`config.mk`:
```
export PLATFORM = sky130hd
export DESIGN_NAME = uart_rx_frame
export DESIGN_NICKNAME = d
export VERILOG_FILES = /design/src/rtl/uart_rx_frame.sv
export SDC_FILE = /design/constraint.sdc
export NUM_CORES = 1
export LEC_CHECK = 0
export CAP_MARGIN = 20
export CORE_MARGIN = 2
export CORE_UTILIZATION = 62
export CTS_CLUSTER_DIAMETER = 60
export CTS_CLUSTER_SIZE = 24
export DETAILED_ROUTE_END_ITERATION = 7
export PLACE_DENSITY = 0.87
export SETUP_SLACK_MARGIN = 0.05
export SYNTH_ARGS = -nofsm -noshare
export SYNTH_HDL_FRONTEND = slang
export SYNTH_SLANG_ARGS = --single-unit
```
`constraint.sdc`:
```
create_clock -name clk -period 6.6 [get_ports clk]
set_input_delay 0.99 -clock clk [delete_from_list [all_inputs] [get_ports clk]]
set_output_delay 0.99 -clock clk [all_outputs]
set_load 0.02 [all_outputs]
```
`src/rtl/uart_rx_frame.sv`:
```
// ---------------------------------------------------------------------------
// uart_rx_frame
//
// Oversampling UART receiver. Turns the asynchronous serial line rx_in into
// parallel bytes for the downstream controller. Each bit is sampled three
// times around its centre and a 2-of-3 majority vote sets its value. Parity
// (optional, even/odd) and the stop bit are checked. A frame with any error
// is flagged by a pulse and is never presented as valid.
//
// Ports
//   clk         oversampling clock (baud rate x prescale)
//   rst         asynchronous reset, active low
//   rx_in       serial line, idle high, asynchronous to clk
//   prescale    oversampling ratio: 8, 16 or 32 (any other value acts as 8)
//   par_en      1 = a parity bit follows the data bits
//   par_typ     0 = even parity, 1 = odd parity
//   rx_p_data   last correctly received byte
//   rx_d_valid  one-cycle pulse: a new good byte is on rx_p_data
//   par_err     one-cycle pulse: parity mismatch on the frame just ended
//   stp_err     one-cycle pulse: stop bit sampled 0 on the frame just ended
// ---------------------------------------------------------------------------
module uart_rx_frame #(
    parameter int data_width     = 8,
    parameter int prescale_width = 6
) (
    input  logic                      clk,
    input  logic                      rst,
    input  logic                      rx_in,
    input  logic [prescale_width-1:0] prescale,
    input  logic                      par_en,
    input  logic                      par_typ,
    output logic [data_width-1:0]     rx_p_data,
    output logic                      rx_d_valid,
    output logic                      par_err,
    output logic                      stp_err
);

    localparam int BC_W = $clog2(data_width + 1);
    localparam logic [BC_W-1:0]           LAST_BIT = BC_W'(data_width - 1);
    localparam logic [prescale_width-1:0] ONE      = prescale_width'(1);
    localparam logic [prescale_width-1:0] P8       = prescale_width'(8);
    localparam logic [prescale_width-1:0] P16      = prescale_width'(16);
    localparam logic [prescale_width-1:0] P32      = prescale_width'(32);

    typedef enum logic [2:0] {
        IDLE   = 3'd0,
        START  = 3'd1,
        DATA   = 3'd2,
        PARITY = 3'd3,
        STOP   = 3'd4
    } state_t;

    state_t                    state_q,      state_d;
    logic                      sync1_q,      sync1_d;
    logic                      sync2_q,      sync2_d;
    logic [prescale_width-1:0] edge_cnt_q,   edge_cnt_d;
    logic [BC_W-1:0]           bit_cnt_q,    bit_cnt_d;
    logic [prescale_width-1:0] p_q,          p_d;
    logic                      par_en_q,     par_en_d;
    logic                      par_typ_q,    par_typ_d;
    logic [1:0]                samp_q,       samp_d;
    logic                      bit_q,        bit_d;
    logic [data_width-1:0]     shift_q,      shift_d;
    logic                      par_bad_q,    par_bad_d;
    logic                      brk_q,        brk_d;
    logic [data_width-1:0]     rx_p_data_q,  rx_p_data_d;
    logic                      rx_d_valid_q, rx_d_valid_d;
    logic                      par_err_q,    par_err_d;
    logic                      stp_err_q,    stp_err_d;

    logic                      rxs;
    logic [prescale_width-1:0] half;
    logic                      at_s0, at_s1, at_s2, at_last;
    logic                      maj;

    assign rxs = sync2_q;

    always_comb begin
        sync1_d      = rx_in;
        sync2_d      = sync1_q;
        state_d      = state_q;
        edge_cnt_d   = edge_cnt_q;
        bit_cnt_d    = bit_cnt_q;
        p_d          = p_q;
        par_en_d     = par_en_q;
        par_typ_d    = par_typ_q;
        samp_d       = samp_q;
        bit_d        = bit_q;
        shift_d      = shift_q;
        par_bad_d    = par_bad_q;
        brk_d        = brk_q;
        rx_p_data_d  = rx_p_data_q;
        rx_d_valid_d = 1'b0;
        par_err_d    = 1'b0;
        stp_err_d    = 1'b0;

        half    = p_q >> 1;
        at_s0   = (edge_cnt_q == half - ONE);
        at_s1   = (edge_cnt_q == half);
        at_s2   = (edge_cnt_q == half + ONE);
        at_last = (edge_cnt_q == p_q - ONE);
        // Third sample is the live rxs on the cycle the vote is taken.
        maj     = (samp_q[0] & samp_q[1]) | (samp_q[0] & rxs) | (samp_q[1] & rxs);

        if (state_q != IDLE) begin
            edge_cnt_d = at_last ? '0 : edge_cnt_q + ONE;
            if (at_s0) samp_d[0] = rxs;
            if (at_s1) samp_d[1] = rxs;
            if (at_s2) bit_d     = maj;
        end

        case (state_q)
            IDLE: begin
                edge_cnt_d = '0;
                bit_cnt_d  = '0;
                if (brk_q) begin
                    // After a stop error the line must go high before a
                    // falling edge can count as a new start bit.
                    if (rxs) brk_d = 1'b0;
                end else if (!rxs) begin
                    // This cycle is edge 0 of the start bit.
                    state_d    = START;
                    edge_cnt_d = ONE;
                    par_en_d   = par_en;
                    par_typ_d  = par_typ;
                    par_bad_d  = 1'b0;
                    if (prescale == P8 || prescale == P16 || prescale == P32)
                        p_d = prescale;
                    else
                        p_d = P8;
                end
            end
            START: begin
                if (at_last) state_d = bit_q ? IDLE : DATA;
            end
            DATA: begin
                if (at_s2) shift_d = {maj, shift_q[data_width-1:1]};
                if (at_last) begin
                    if (bit_cnt_q == LAST_BIT) begin
                        bit_cnt_d = '0;
                        state_d   = par_en_q ? PARITY : STOP;
                    end else begin
                        bit_cnt_d = bit_cnt_q + 1'b1;
                    end
                end
            end
            PARITY: begin
                if (at_s2) par_bad_d = maj ^ (^shift_q) ^ par_typ_q;
                if (at_last) state_d = STOP;
            end
            STOP: begin
                if (at_last) begin
                    state_d   = IDLE;
                    par_err_d = par_bad_q;
                    if (!bit_q) begin
                        stp_err_d = 1'b1;
                        brk_d     = 1'b1;
                    end
                    if (bit_q && !par_bad_q) begin
                        rx_d_valid_d = 1'b1;
                        rx_p_data_d  = shift_q;
                    end
                end
            end
            default: state_d = IDLE;
        endcase
    end

    always_ff @(posedge clk or negedge rst) begin
        if (!rst) begin
            sync1_q      <= 1'b1;
            sync2_q      <= 1'b1;
            state_q      <= IDLE;
            edge_cnt_q   <= '0;
            bit_cnt_q    <= '0;
            p_q          <= P8;
            par_en_q     <= 1'b0;
            par_typ_q    <= 1'b0;
            samp_q       <= '0;
            bit_q        <= 1'b0;
            shift_q      <= '0;
            par_bad_q    <= 1'b0;
            brk_q        <= 1'b0;
            rx_p_data_q  <= '0;
            rx_d_valid_q <= 1'b0;
            par_err_q    <= 1'b0;
            stp_err_q    <= 1'b0;
        end else begin
            sync1_q      <= sync1_d;
            sync2_q      <= sync2_d;
            state_q      <= state_d;
            edge_cnt_q   <= edge_cnt_d;
            bit_cnt_q    <= bit_cnt_d;
            p_q          <= p_d;
            par_en_q     <= par_en_d;
            par_typ_q    <= par_typ_d;
            samp_q       <= samp_d;
            bit_q        <= bit_d;
            shift_q      <= shift_d;
            par_bad_q    <= par_bad_d;
            brk_q        <= brk_d;
            rx_p_data_q  <= rx_p_data_d;
            rx_d_valid_q <= rx_d_valid_d;
            par_err_q    <= par_err_d;
            stp_err_q    <= stp_err_d;
        end
    end

    assign rx_p_data  = rx_p_data_q;
    assign rx_d_valid = rx_d_valid_q;
    assign par_err    = par_err_q;
    assign stp_err    = stp_err_q;

endmodule
```
**Clock wiring as the flow saved it**

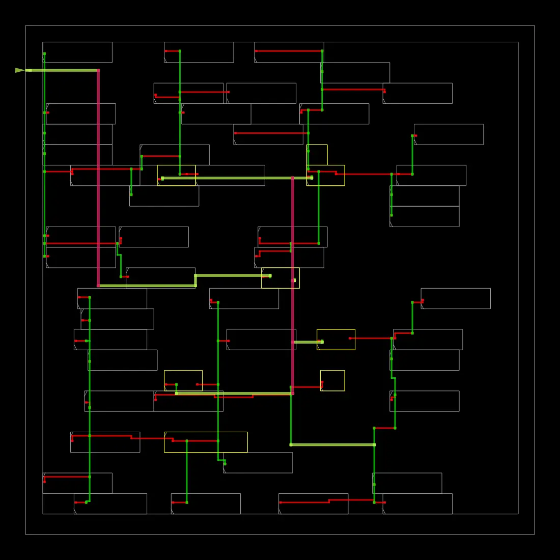
Sink Count: 47
Clock Skew: 0.00419 ns
clk_lat worst skew: 0.30 ns

**Wire density map**

Scale bar: 20 µm. The die is cut into 13 by 13 equal tiles; dark blue is low, red is high, scaled to the fullest tile. Values are wire area over tile area, all layers added.
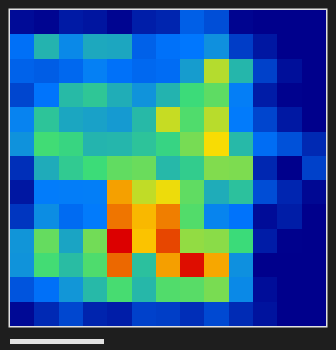
emptiest ninth of the die: upper right
fullest tile: 0.59
tiles over half the peak: 23%
Final Routed Wirelength: 5040 µm
WL per Instance: 16.7 µm
via count: 1805
Total GRT Usage: 24.9%

**The metal 3 layer**

Scale bar: 20 µm.
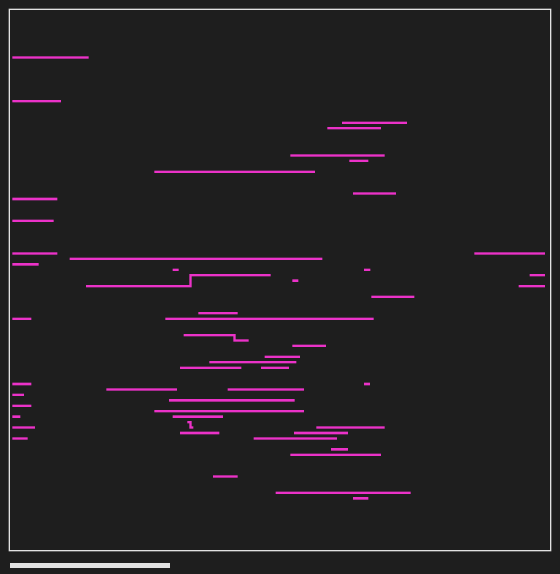
wire length on this layer: 363 µm
nets with wire on the layer: 42
main direction: horizontal
share of all routed wire: 7.2%
GRT met3 Usage: 5.50%

**Placement by cell class**

Fill, decap, tap and diode cells in grey.
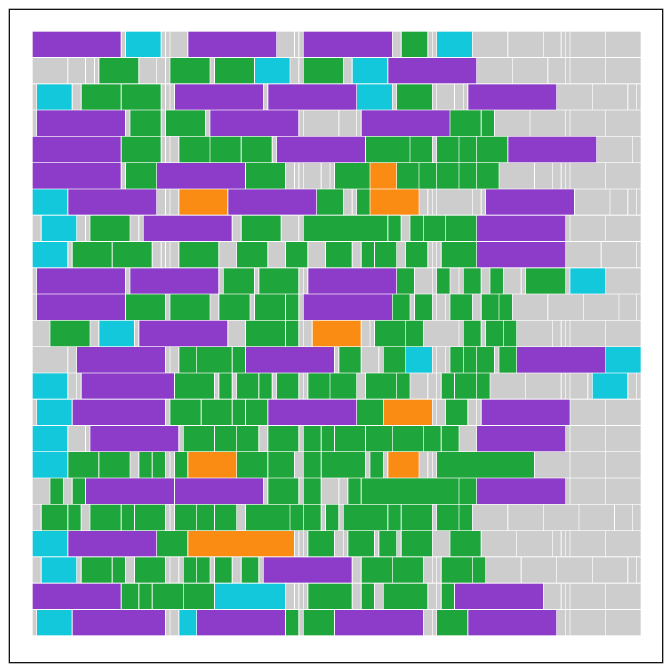
legend:
  purple:
    class: flip-flops
    cells: 47
    share_of_their_area: 42%
  orange:
    class: clock drivers and dummy loads
    cells: 8
    share_of_their_area: 4.1%
  green:
    class: all other logic
    cells: 174
    share_of_their_area: 46%
  cyan:
    class: other buffers and delay cells
    cells: 23
    share_of_their_area: 8.3%

==> results.toml <==
# flow metrics
[power_and_ir_drop]
vdd_drop_max_v = 0.000280
switchingPower_mw = 0.394
seqPwrFrac_pct = 42.5
clock_power_mw = 0.217
power_leader = "sequential cells"
powerDensity_mw_per_mm2 = 365
pwr-share-clk_pct = 20.7

[yosys]
ys_top_logic_family = "simple AND/OR/NAND/NOR gates"
synth.area.mux_share_pct = 9.46
synthTopCellsByCount = "dfrtp_1, mux2_2, nor2_1, xnor2_1, xor2_1"
xor_area_share_pct = 11.2
ys_area_mm2 = 0.00250
yosys.area_share.adder_pct = 3.41
synthTopCellsByArea = "dfrtp_1, mux2_2, xnor2_1"
yosys_warnings = 0
synth_flops = 47
yosys.area_share.aoi_pct = 12.0

[floorplanning]
dieArea_mm2 = 0.00455
rows = 23
die_y_um = 67.5
fp_util_pct = 63.4

[final_timing]
fmax_mhz = 302
period_needed_ns = 3.31

[layout]
fin_nets = 268
area_growth_syn_to_layout_pct = 14.8
clk_share_pct = 4.01
layout.area.comb_mm2 = 0.00123
most-common-layout-cells = "dfrtp_1, mux2_2, clkdlybuf4s50_1, xnor2_1, nor2_1"
flop_area_mm2 = 0.00118

[worst_setup_path]
crit_end = "rx_p_data[1]"
cp-startpoint = "p_q[2]"
crit_chain = "inv_1 > ha_1 > inv_2 > a2111oi_4 > xnor2_1 > a2111oi_4 > nor4b_4 > mux2_2"
crit_type = "reg -> reg"
startpoint_type = "flop"
reg2reg_slack_ns = 3.29
rr_worst_depth = 8
cp.depth = 8

[global_route]
grt.met2_usage_pct = 39.6
groute.layer.met1.usage_pct = 33.3
antenna_found_initial = 0

[routing]
drc = 0
m1WireLength_um = 2060

[run_status]
status = "finished clean"

[place]
dp.cells = 293
gp_congestion = 0.903
dpl-instance-area_mm2 = 0.00273

[clocking]
cts-root-buf = "clkbuf_8"
Power is estimated from default activity; no workload was simulated.
